<file path="src/rtl/rgb_fade_ctrl.sv">
// rgb_fade_ctrl -- three-channel LED level slewer with a MANUAL / AUTO colour wheel.
//
// Every STEP_CYCLES clocks a tick moves each level one step toward its effective
// target. In MANUAL the targets come from target0..2. In AUTO they come from a
// six-entry colour-wheel table indexed by phase. The phase advances once every
// level has settled on its table entry.
//
// Ports:
//   clk               rising-edge clock
//   reset             synchronous, active-high reset
//   target0..2        MANUAL-mode targets (LEVEL_WIDTH each)
//   mode_btn          debounced button level; each rising edge toggles mode
//   level0..2         registered PWM levels (LEVEL_WIDTH each)
//   mode              registered mode: 0 MANUAL, 1 AUTO
//   phase             registered AUTO colour-wheel phase, 0..5
//   busy              1 while any level differs from its effective target
module rgb_fade_ctrl #(
    parameter int unsigned LEVEL_WIDTH = 8,
    parameter int unsigned STEP_CYCLES = 256
) (
    input  logic                   clk,
    input  logic                   reset,
    input  logic [LEVEL_WIDTH-1:0] target0,
    input  logic [LEVEL_WIDTH-1:0] target1,
    input  logic [LEVEL_WIDTH-1:0] target2,
    input  logic                   mode_btn,
    output logic [LEVEL_WIDTH-1:0] level0,
    output logic [LEVEL_WIDTH-1:0] level1,
    output logic [LEVEL_WIDTH-1:0] level2,
    output logic                   mode,
    output logic [2:0]             phase,
    output logic                   busy
);

    localparam int unsigned CW = (STEP_CYCLES > 1) ? $clog2(STEP_CYCLES) : 1;
    localparam logic [CW-1:0] CNT_LAST = CW'(STEP_CYCLES - 1);

    typedef enum logic {
        MANUAL = 1'b0,
        AUTO   = 1'b1
    } mode_e;

    logic [CW-1:0]          cnt_q, cnt_d;
    logic                   btn_q, btn_d;
    mode_e                  mode_q, mode_d;
    logic [2:0]             phase_q, phase_d;
    logic [LEVEL_WIDTH-1:0] lvl_q [3];
    logic [LEVEL_WIDTH-1:0] lvl_d [3];
    logic [LEVEL_WIDTH-1:0] tgt   [3];
    logic                   tick;
    logic                   btn_rise;
    logic                   all_eq;

    // One step toward the target; never overshoots and never wraps.
    function automatic logic [LEVEL_WIDTH-1:0] slew(input logic [LEVEL_WIDTH-1:0] lvl,
                                                    input logic [LEVEL_WIDTH-1:0] tg);
        if (lvl < tg) begin
            return lvl + 1'b1;
        end else if (lvl > tg) begin
            return lvl - 1'b1;
        end
        return lvl;
    endfunction

    // Effective targets: inputs in MANUAL, colour-wheel table in AUTO.
    always_comb begin
        tgt[0] = target0;
        tgt[1] = target1;
        tgt[2] = target2;
        if (mode_q == AUTO) begin
            tgt[0] = (phase_q == 3'd0 || phase_q == 3'd4 || phase_q == 3'd5) ? '1 : '0;
            tgt[1] = (phase_q == 3'd0 || phase_q == 3'd1 || phase_q == 3'd2) ? '1 : '0;
            tgt[2] = (phase_q == 3'd2 || phase_q == 3'd3 || phase_q == 3'd4) ? '1 : '0;
        end
    end

    assign tick     = (cnt_q == CNT_LAST);
    assign btn_rise = mode_btn & ~btn_q;
    assign all_eq   = (lvl_q[0] == tgt[0]) && (lvl_q[1] == tgt[1]) && (lvl_q[2] == tgt[2]);

    always_comb begin
        cnt_d   = tick ? '0 : cnt_q + 1'b1;
        btn_d   = mode_btn;
        mode_d  = btn_rise ? mode_e'(~mode_q) : mode_q;
        phase_d = phase_q;
        for (int unsigned i = 0; i < 3; i++) begin
            lvl_d[i] = lvl_q[i];
        end

        // Slew and phase both use the pre-toggle mode. When settled in AUTO the
        // slew is a no-op anyway, so only the phase needs the all_eq gate.
        if (tick) begin
            for (int unsigned i = 0; i < 3; i++) begin
                lvl_d[i] = slew(lvl_q[i], tgt[i]);
            end
            if (mode_q == AUTO && all_eq) begin
                phase_d = (phase_q == 3'd5) ? 3'd0 : phase_q + 3'd1;
            end
        end

        // Any mode change restarts the wheel; this overrides a coincident advance.
        if (btn_rise) begin
            phase_d = 3'd0;
        end
    end

    always_ff @(posedge clk) begin
        if (reset) begin
            cnt_q   <= '0;
            btn_q   <= 1'b0;
            mode_q  <= MANUAL;
            phase_q <= 3'd0;
            for (int unsigned i = 0; i < 3; i++) begin
                lvl_q[i] <= '0;
            end
        end else begin
            cnt_q   <= cnt_d;
            btn_q   <= btn_d;
            mode_q  <= mode_d;
            phase_q <= phase_d;
            for (int unsigned i = 0; i < 3; i++) begin
                lvl_q[i] <= lvl_d[i];
            end
        end
    end

    assign level0 = lvl_q[0];
    assign level1 = lvl_q[1];
    assign level2 = lvl_q[2];
    assign mode   = mode_q;
    assign phase  = phase_q;
    assign busy   = ~all_eq;

endmodule

</file>
<file path="config.mk">
export PLATFORM = sky130hd
export DESIGN_NAME = rgb_fade_ctrl
export DESIGN_NICKNAME = d
export VERILOG_FILES = /design/src/rtl/rgb_fade_ctrl.sv
export SDC_FILE = /design/constraint.sdc
export NUM_CORES = 1
export LEC_CHECK = 0
export ABC_AREA = 1
export CAP_MARGIN = 40
export CORE_MARGIN = 2
export CORE_UTILIZATION = 48
export DETAILED_ROUTE_END_ITERATION = 8
export PLACE_DENSITY = 0.74
export SLEW_MARGIN = 20
export SYNTH_ARGS = -nofsm -noshare
export SYNTH_HDL_FRONTEND = slang
export SYNTH_SLANG_ARGS = --single-unit
export TNS_END_PERCENT = 10
</file>
<file path="constraint.sdc">
create_clock -name clk -period 3.1 [get_ports clk]
set_input_delay 0.465 -clock clk [delete_from_list [all_inputs] [get_ports clk]]
set_output_delay 0.465 -clock clk [all_outputs]
set_load 0.005 [all_outputs]
</file>
**Ports around the boundary**

Scale: 3 px per µm. Pins as bars across the die edge, other pins in gray.
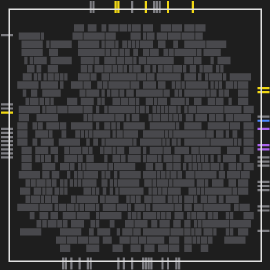
purple -> `phase`  # pins 3, direction output, edge right
blue -> `mode`  # pins 1, direction output, edge right
yellow -> `level2`  # pins 8, direction output, edge 5 top, 2 right, 1 left
all pins by edge = 17 bottom, 16 right, 12 left, 11 top

**Sequential cells colored by netlist name**

Scale: 3 px per µm. Other sequential cells in the stronger gray, the rest of the logic in the fainter gray.
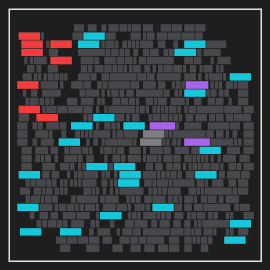
cyan -> `lvl_q`  # flops 24, where spread over the die
purple -> `phase`  # flops 3
red -> `cnt_q`  # flops 8, where top left

==> run_results.csv <==
group,metric,value,unit
global_routing,grt_antenna_before_repair,0,
setup_path,r2r_end,"lvl_q[0][23]$_SDFFE_PP0P_",
outcome,status,"complete, but fails checks",
setup_path,setup.reg_to_reg.worst_slack,-0.18,ns
power_and_ir_drop,clock_power_share,0.395,
global_routing,grt_usage,0.2264,
setup_path,worst_setup_path_endpoint,"lvl_q[0][23]$_SDFFE_PP0P_",
global_routing,grt_max_degree,28,
drt,first_pass_iters,4,
setup_path,regToRegStartpoint,"phase[1]$_SDFFE_PP0P_",
power_and_ir_drop,comb_power_share,0.183,
logic_synthesis,ys_area,3033,µm²
timing,slew_headroom,0.6744,
global_routing,gr-total-overflow,0,
logic_synthesis,synth.lib_cells_used.distinct,35,
timing,least_setup_slack_across_all_paths_after_layout,-0.1835,ns
timing,setup_violations,4,
floorplanning,initial_core_util,0.5033,
outcome,violations,"negative setup slack",
global_routing,grt_first_pass_wirelength,13.34,mm
logic_synthesis,synth.net_count,502,
logic_synthesis,postSynthAreaPerCell,7.086,µm²
timing,final-hold-violation-count,0,
setup_path,max_stage_delay,0.39,ns
==> cells in the mapped netlist <==
cell,number,area (µm²)
xnor2_1,8,70.07
o21ai_1,3,15.01
buf_2,1,5.000
nor3b_2,1,12.51
or2_2,1,6.260
nand3_2,1,10.01
o21ai_0,40,200.2
a21oi_2,1,8.760
a21o_1,5,37.54
clkbuf_1,4,15.01
a21oi_1,37,185.2
nor3b_1,1,7.510
nor3_4,1,16.27
nor3_1,5,25.02
ha_1,44,550.5
xor2_1,11,96.34
a31oi_1,4,25.02
nand3_4,1,17.52
nor4_1,1,6.260
nand4_2,1,12.51
dfxtp_1,37,740.7
inv_1,42,157.7
o21a_1,2,15.01
nand4_1,9,56.30
nor2_2,1,6.260
o21bai_1,1,7.510
and2_1,1,6.260
fa_1,3,60.06
a21oi_4,1,16.27
nand3_1,15,75.07
clkinv_2,2,10.01
nand2_4,1,11.26
nand2_1,86,322.8
nor2_1,54,202.7
buf_6,2,22.52
==> registers in the layout (all words and copies together) (netlist names) <==
register and cells:
btn_q 1, cnt_q 8, lvl_q 24, mode 1
phase 3
==> metal layers <==
layer  part of all wire  vias up  track usage
li1                   -     1683            -
met3              0.047       35      0.03759
met5                  0        -            0
met4              0.034        0      0.06745
met1               0.41     1581       0.2749
met2               0.51       97       0.4091
==> stage by stage <==
step	worst slack, ns	hold WS [ns]
floorplan	0.03382	0.4176
global placement	-0.09555	0.4311
detailed placement	-0.2545	0.4513
CTS	-0.09471	0.4608
global route	-0.3554	0.4666
finish	-0.1835	0.4572
==> worst min path at each step <==
stage	startpoint	to	slack (ns)	cells past startpoint
5_1_grt	cnt_q[0]$_SDFF_PP0_	cnt_q[0]$_SDFF_PP0_	0.47	1
3_3_place_gp	cnt_q[0]$_SDFF_PP0_	cnt_q[0]$_SDFF_PP0_	0.43	1
4_1_cts	cnt_q[0]$_SDFF_PP0_	cnt_q[0]$_SDFF_PP0_	0.46	1
2_1_floorplan	cnt_q[0]$_SDFF_PP0_	cnt_q[0]$_SDFF_PP0_	0.42	1
3_5_place_dp	cnt_q[0]$_SDFF_PP0_	cnt_q[0]$_SDFF_PP0_	0.45	1
6_report	cnt_q[0]$_SDFF_PP0_	cnt_q[0]$_SDFF_PP0_	0.46	1
==> final cells by class <==
cell class                 instances  area [µm²]
clock buffer                       6       82.58
clock inverter                     2       37.54
fill                             416        1356
inverter                          44       170.2
multi-input combinational        340        2482
sequential                        37       749.5
tap                               75       93.84
timing repair buffer             119        1054
==> cell families (layout without fill, tap and decap cells) <==
logic type	Yosys count	count (layout)	share of synthesized area
compound gates	94	94	0.1683
xor+xnor	19	19	0.05487
buf+inv	51	171	0.06930
simple gates	180	180	0.2620
flops	37	37	0.2442
fa+ha+maj	47	47	0.2013
==> what timing repair did <==
action                                  CTS  global route
pin swaps                                 5            42
endpoints found under the setup margin   18            19
hold buffers                              0             0
buffers inserted                          3            10
resized                                  20            81
==> worst max-delay path, delay by kind of cell, from the launching register on <==
kind                     cells  cell delay (ns)
AND-OR/OR-AND                3             0.37
AND/OR/NAND/NOR             13             1.40
adder cells (fa/ha/maj)      2             0.53
buffers and inverters        4             0.52
flip-flops                   1             0.39
